===== config.mk =====
export PLATFORM = sky130hd
export DESIGN_NAME = seq_mult_1dsp_param
export DESIGN_NICKNAME = d
export VERILOG_FILES = /design/src/rtl/seq_mult_pkg.sv /design/src/rtl/dsp_mul_pipe.sv /design/src/rtl/seq_mult_1dsp_param.sv
export SDC_FILE = /design/constraint.sdc
export NUM_CORES = 2
export LEC_CHECK = 0
export ABC_AREA = 1
export CORE_MARGIN = 10
export CORE_UTILIZATION = 43
export DETAILED_ROUTE_END_ITERATION = 12
export GPL_ROUTABILITY_DRIVEN = 0
export SLEW_MARGIN = 25
export SYNTH_ARGS = -nofsm -noshare
export SYNTH_HDL_FRONTEND = slang
export SYNTH_SLANG_ARGS = --single-unit

===== constraint.sdc =====
create_clock -name i_clk -period 15.5 [get_ports i_clk]
set_clock_uncertainty 0.05 [all_clocks]
set_input_delay 3.875 -clock i_clk [delete_from_list [all_inputs] [get_ports i_clk]]
set_output_delay 3.875 -clock i_clk [all_outputs]
set_load 0.05 [all_outputs]

===== src/rtl/seq_mult_pkg.sv =====
// Shared helpers and state encoding for the iterative single-DSP signed multiplier.
// SEQ_MULT_MAC_EN widens the result path by ACC_EXT_W bits for multiply-accumulate.
package seq_mult_pkg;

  function automatic int clog2(input int value);
    int result;
    result = 0;
    while ((32'sd1 <<< result) < value) begin
      result = result + 32'sd1;
    end
    return (result < 32'sd1) ? 32'sd1 : result;
  endfunction

  function automatic int ceil_div(input int num, input int den);
    return (num + den - 32'sd1) / den;
  endfunction

  // The top slice of a w-bit operand may use SLICE_W+1 bits because it is signed.
  function automatic int num_slices(input int width, input int slice_w);
    return ceil_div(width - 32'sd1, slice_w);
  endfunction

`ifdef SEQ_MULT_MAC_EN
  localparam int ACC_EXT_W = 4;
`else
  localparam int ACC_EXT_W = 0;
`endif

  typedef enum logic [1:0] {
    ST_IDLE  = 2'd0,
    ST_ISSUE = 2'd1,
    ST_DRAIN = 2'd2,
    ST_DONE  = 2'd3
  } state_e;

endpackage


===== src/rtl/dsp_mul_pipe.sv =====
// Signed DW x DW multiplier with LAT output registers; carries a valid and a shift tag
// alongside the product so the consumer never depends on data-dependent timing.
module dsp_mul_pipe #(
  parameter int DW    = 18,
  parameter int LAT   = 2,
  parameter int TAG_W = 3
) (
  input  logic                    i_clk,
  input  logic                    i_rst,
  input  logic                    i_valid,
  input  logic [TAG_W-1:0]        i_tag,
  input  logic signed [DW-1:0]    i_a,
  input  logic signed [DW-1:0]    i_b,
  output logic                    o_valid,
  output logic [TAG_W-1:0]        o_tag,
  output logic signed [2*DW-1:0]  o_p
);

  logic signed [2*DW-1:0] p_r   [LAT];
  logic [TAG_W-1:0]       tag_r [LAT];
  logic [LAT-1:0]         valid_r;

  // Valid chain, cleared by reset so an aborted operation leaves nothing in flight
  always_ff @(posedge i_clk or posedge i_rst) begin
    if (i_rst) begin
      valid_r <= '0;
    end else begin
      valid_r[0] <= i_valid;
      for (int k = 1; k < LAT; k++) begin
        valid_r[k] <= valid_r[k-1];
      end
    end
  end

  // Product and tag pipeline without reset so it maps onto DSP pipeline registers
  always_ff @(posedge i_clk) begin
    p_r[0]   <= i_a * i_b;
    tag_r[0] <= i_tag;
    for (int k = 1; k < LAT; k++) begin
      p_r[k]   <= p_r[k-1];
      tag_r[k] <= tag_r[k-1];
    end
  end

  assign o_valid = valid_r[LAT-1];
  assign o_tag   = tag_r[LAT-1];
  assign o_p     = p_r[LAT-1];

endmodule


===== src/rtl/seq_mult_1dsp_param.sv =====
// Iterative signed multiplier reusing one DSP over NA*NB slice pairs, valid/ready on both sides.
// Optional multiply-accumulate (i_acc, wider result) is enabled by defining SEQ_MULT_MAC_EN.
module seq_mult_1dsp_param
  import seq_mult_pkg::*;
#(
  parameter int A_W     = 52,
  parameter int B_W     = 52,
  parameter int SLICE_W = 17,
  parameter int DSP_LAT = 2
) (
  input  logic                                 i_clk,
  input  logic                                 i_rst,
  input  logic                                 i_valid,
  output logic                                 o_ready,
  input  logic signed [A_W-1:0]                i_a,
  input  logic signed [B_W-1:0]                i_b,
`ifdef SEQ_MULT_MAC_EN
  input  logic                                 i_acc,
`endif
  output logic                                 o_valid,
  input  logic                                 i_ready,
  output logic signed [A_W+B_W+ACC_EXT_W-1:0]  o_p
);

  localparam int NA    = num_slices(A_W, SLICE_W);
  localparam int NB    = num_slices(B_W, SLICE_W);
  localparam int N     = NA * NB;
  localparam int P_W   = A_W + B_W;
  localparam int ACC_W = P_W + ACC_EXT_W;
  localparam int DW    = SLICE_W + 1;
  localparam int I_W   = clog2(NA);
  localparam int J_W   = clog2(NB);
  localparam int C_W   = clog2(N);
  localparam int TAG_W = clog2(NA + NB - 1);
  localparam int EA_W  = NA * SLICE_W + 1;
  localparam int EB_W  = NB * SLICE_W + 1;

  state_e                  state_r, state_s;
  logic                    accept_s, mac_s, mac_r;
  logic signed [A_W-1:0]   a_r;
  logic signed [B_W-1:0]   b_r;
  logic [I_W-1:0]          i_cnt_r;
  logic [J_W-1:0]          j_cnt_r;
  logic                    last_pair_s;
  logic signed [EA_W-1:0]  a_ext_s;
  logic signed [EB_W-1:0]  b_ext_s;
  logic [DW-1:0]           a_win_s, b_win_s;
  logic signed [DW-1:0]    sa_s, sb_s, sa_r, sb_r;
  logic                    s_valid_r;
  logic [TAG_W-1:0]        s_tag_r;
  logic                    pp_valid_s;
  logic [TAG_W-1:0]        pp_tag_s;
  logic signed [2*DW-1:0]  pp_s;
  logic signed [ACC_W-1:0] pp_ext_s, pp_sh_s, base_s, acc_r, o_p_r;
  logic [C_W-1:0]          acc_cnt_r;
  logic                    acc_done_r;

  assign accept_s    = (state_r == ST_IDLE) && i_valid;
  assign last_pair_s = (i_cnt_r == I_W'(NA - 1)) && (j_cnt_r == J_W'(NB - 1));

`ifdef SEQ_MULT_MAC_EN
  assign mac_s = i_acc;
`else
  assign mac_s = 1'b0;
`endif

  // FSM state register
  always_ff @(posedge i_clk or posedge i_rst) begin
    if (i_rst) begin
      state_r <= ST_IDLE;
    end else begin
      state_r <= state_s;
    end
  end

  // FSM next-state logic
  always_comb begin
    state_s = state_r;
    case (state_r)
      ST_IDLE:  if (i_valid)     state_s = ST_ISSUE; else state_s = ST_IDLE;
      ST_ISSUE: if (last_pair_s) state_s = ST_DRAIN; else state_s = ST_ISSUE;
      ST_DRAIN: if (acc_done_r)  state_s = ST_DONE;  else state_s = ST_DRAIN;
      ST_DONE:  if (i_ready)     state_s = ST_IDLE;  else state_s = ST_DONE;
      default:  state_s = ST_IDLE;
    endcase
  end

  // FSM output decode from the state register
  always_comb begin
    o_ready = (state_r == ST_IDLE);
    o_valid = (state_r == ST_DONE);
  end

  // Operand capture on the accept edge
  always_ff @(posedge i_clk or posedge i_rst) begin
    if (i_rst) begin
      a_r   <= '0;
      b_r   <= '0;
      mac_r <= 1'b0;
    end else if (accept_s) begin
      a_r   <= i_a;
      b_r   <= i_b;
      mac_r <= mac_s;
    end
  end

  // Slice counters: i (A) outer, j (B) inner, one pair per ISSUE cycle
  always_ff @(posedge i_clk or posedge i_rst) begin
    if (i_rst) begin
      i_cnt_r <= '0;
      j_cnt_r <= '0;
    end else if (state_r == ST_ISSUE) begin
      if (j_cnt_r == J_W'(NB - 1)) begin
        j_cnt_r <= '0;
        i_cnt_r <= (i_cnt_r == I_W'(NA - 1)) ? '0 : i_cnt_r + I_W'(1);
      end else begin
        j_cnt_r <= j_cnt_r + J_W'(1);
      end
    end
  end

  // Sign-extending first lets the top slice pick up its sign bit; lower slices force it to zero
  assign a_ext_s = EA_W'(a_r);
  assign b_ext_s = EB_W'(b_r);
  assign a_win_s = a_ext_s[SLICE_W*int'(i_cnt_r) +: DW];
  assign b_win_s = b_ext_s[SLICE_W*int'(j_cnt_r) +: DW];
  assign sa_s    = {(i_cnt_r == I_W'(NA - 1)) ? a_win_s[SLICE_W] : 1'b0, a_win_s[SLICE_W-1:0]};
  assign sb_s    = {(j_cnt_r == J_W'(NB - 1)) ? b_win_s[SLICE_W] : 1'b0, b_win_s[SLICE_W-1:0]};

  // Slice pair register feeding the DSP operand ports
  always_ff @(posedge i_clk or posedge i_rst) begin
    if (i_rst) begin
      s_valid_r <= 1'b0;
      s_tag_r   <= '0;
      sa_r      <= '0;
      sb_r      <= '0;
    end else begin
      s_valid_r <= (state_r == ST_ISSUE);
      s_tag_r   <= TAG_W'(i_cnt_r) + TAG_W'(j_cnt_r);
      sa_r      <= sa_s;
      sb_r      <= sb_s;
    end
  end

  dsp_mul_pipe #(
    .DW    (DW),
    .LAT   (DSP_LAT),
    .TAG_W (TAG_W)
  ) u_dsp (
    .i_clk   (i_clk),
    .i_rst   (i_rst),
    .i_valid (s_valid_r),
    .i_tag   (s_tag_r),
    .i_a     (sa_r),
    .i_b     (sb_r),
    .o_valid (pp_valid_s),
    .o_tag   (pp_tag_s),
    .o_p     (pp_s)
  );

  assign pp_ext_s = ACC_W'(pp_s);
  assign pp_sh_s  = pp_ext_s <<< (SLICE_W * int'(pp_tag_s));
  assign base_s   = mac_r ? o_p_r : '0;

  // Shift-accumulate: first partial product loads, the rest add; the last one raises acc_done_r
  always_ff @(posedge i_clk or posedge i_rst) begin
    if (i_rst) begin
      acc_r      <= '0;
      acc_cnt_r  <= '0;
      acc_done_r <= 1'b0;
    end else if (pp_valid_s) begin
      acc_r      <= (acc_cnt_r == '0) ? base_s + pp_sh_s : acc_r + pp_sh_s;
      acc_done_r <= (acc_cnt_r == C_W'(N - 1));
      acc_cnt_r  <= (acc_cnt_r == C_W'(N - 1)) ? '0 : acc_cnt_r + C_W'(1);
    end else begin
      acc_done_r <= 1'b0;
    end
  end

  // Result register, loaded as the FSM enters DONE and held under backpressure
  always_ff @(posedge i_clk or posedge i_rst) begin
    if (i_rst) begin
      o_p_r <= '0;
    end else if ((state_r == ST_DRAIN) && acc_done_r) begin
      o_p_r <= acc_r;
    end
  end

  assign o_p = o_p_r;

endmodule


Fig. 1: cell sizes after repair
Bar = 100 um.
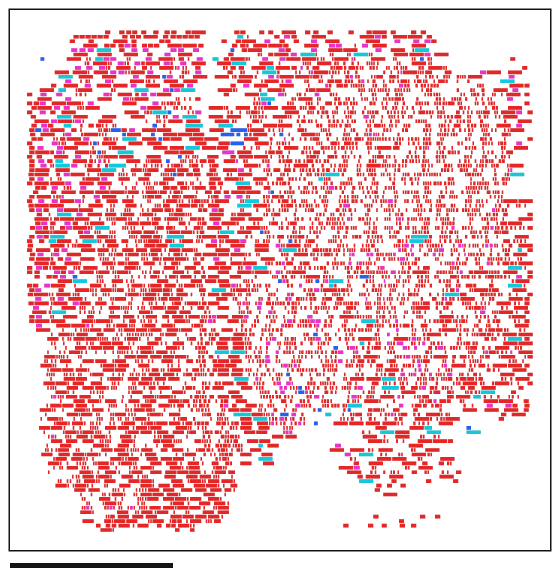
legend:
  blue:
    size: _3 and _4 cells
    cells: 41
    share: 0.71%
  cyan:
    size: _6 and larger
    cells: 79
    share: 1.4%
  magenta:
    size: _2 cells
    cells: 300
    share: 5.2%
  red:
    size: _0 and _1 cells
    cells: 5393
    share: 93%
Non-CTS buffers: 240
area delta synth->final: 11.7%

Fig. 2: routed clock nets over the placement
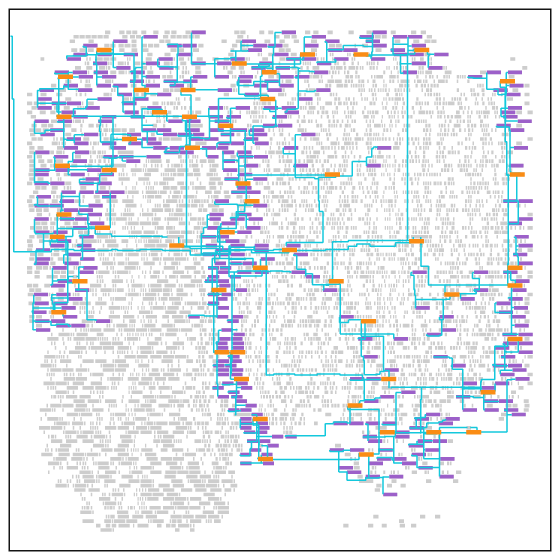
legend:
  cyan:
    item: clock wires
    length: 6790 um
  purple:
    item: flip-flops
    count: 443
  orange:
    item: clock drivers
    count: 52
flops lie: all over the die

Fig. 3: clock wiring as the flow saved it
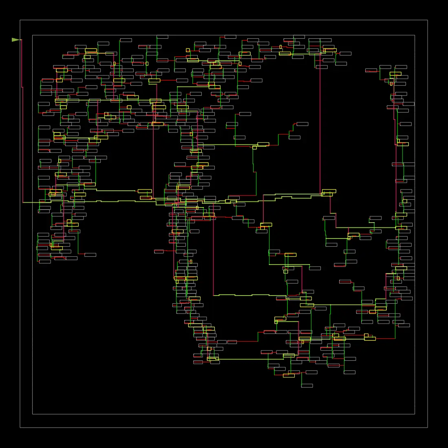
Latency at later pin: 0.69 ns
layout clock buffer count: 73

Fig. 4: cell classes on the final placement
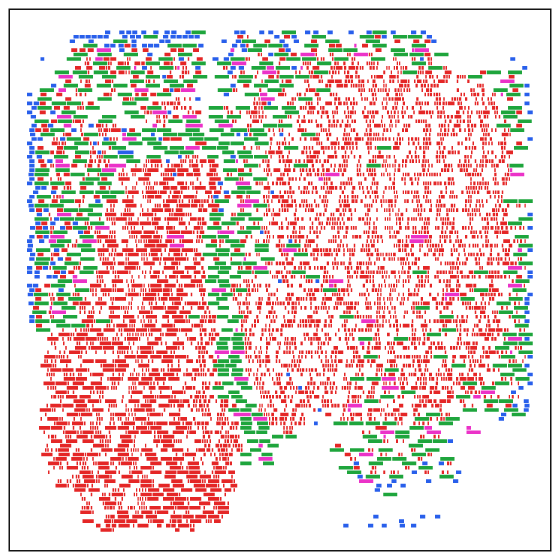
legend:
  red:
    class: combinational and other logic
    cells: 5032
  blue:
    class: remaining buffers and delay cells
    cells: 240
  magenta:
    class: clock drivers and dummy loads
    cells: 98
  green:
    class: sequential cells
    cells: 443
Core Util, Final: 0.486
CORE AREA: 0.0953 mm2
fin area: 0.0463 mm2

Fig. 5: sequential cells coloured by netlist name
Bar = 100 um. Other sequential cells in the stronger grey, the rest of the logic in the fainter grey.
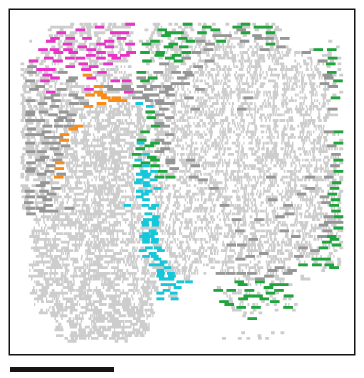
legend:
  cyan:
    signal: u_dsp.p_r
    placed_flops: 72
  magenta:
    signal: b_ext_s
    placed_flops: 52
    where: top left
  orange:
    signal: sb_r
    placed_flops: 18
    where: top left
  green:
    signal: o_p
    placed_flops: 104
not coloured: 197
Reg area: 0.0107 mm2
Seq/total area: 0.231

==> results.ini <==
[placed_design]
place_ws_ns=8.53
numPortBuffers=213
placed_area_mm2=0.0445

[job]
cap_violations=0
warning_count=27

[layout]
largestClassByArea=multi-input combinational cells
clock_area_frac=0.0398
inv_count=1101

[logic_synthesis]
top_cell_area_share=0.220
synth_nets=6326
ys_area_mm2=0.0415
synth.ff_latch_count=443
syn_inst=5688
async_flop_share=0.824
yosys-stat-cells=5688
syn_avg_cell_area_um2=7.29
ys_sh_xor=0.0144
synth.area.mux_share=0.0399
synth-main-ff-cell=dfrtp_1

[die]
initCoreUtil=0.435
io_pins=214

[clocking]
cts_tree=yes
cts_buffer_depth=3
clock-sinks=443

[global_routing]
use_met3=0.0609
busiest_layer=met2
met1_usage=0.327

[status]
status=finished clean

[hold_path]
hold-path-cell-count=0
hold-path-endpoint=u_dsp.p_r[0][50]$_DFF_P_

[setup_path]
worstSetupPathType=flop to flop
endpoint=u_dsp.p_r[0][34]$_DFF_P_
crit_slowest_cell=fa_1
crit_family=adder cells

[final_timing]
tns_ns=0

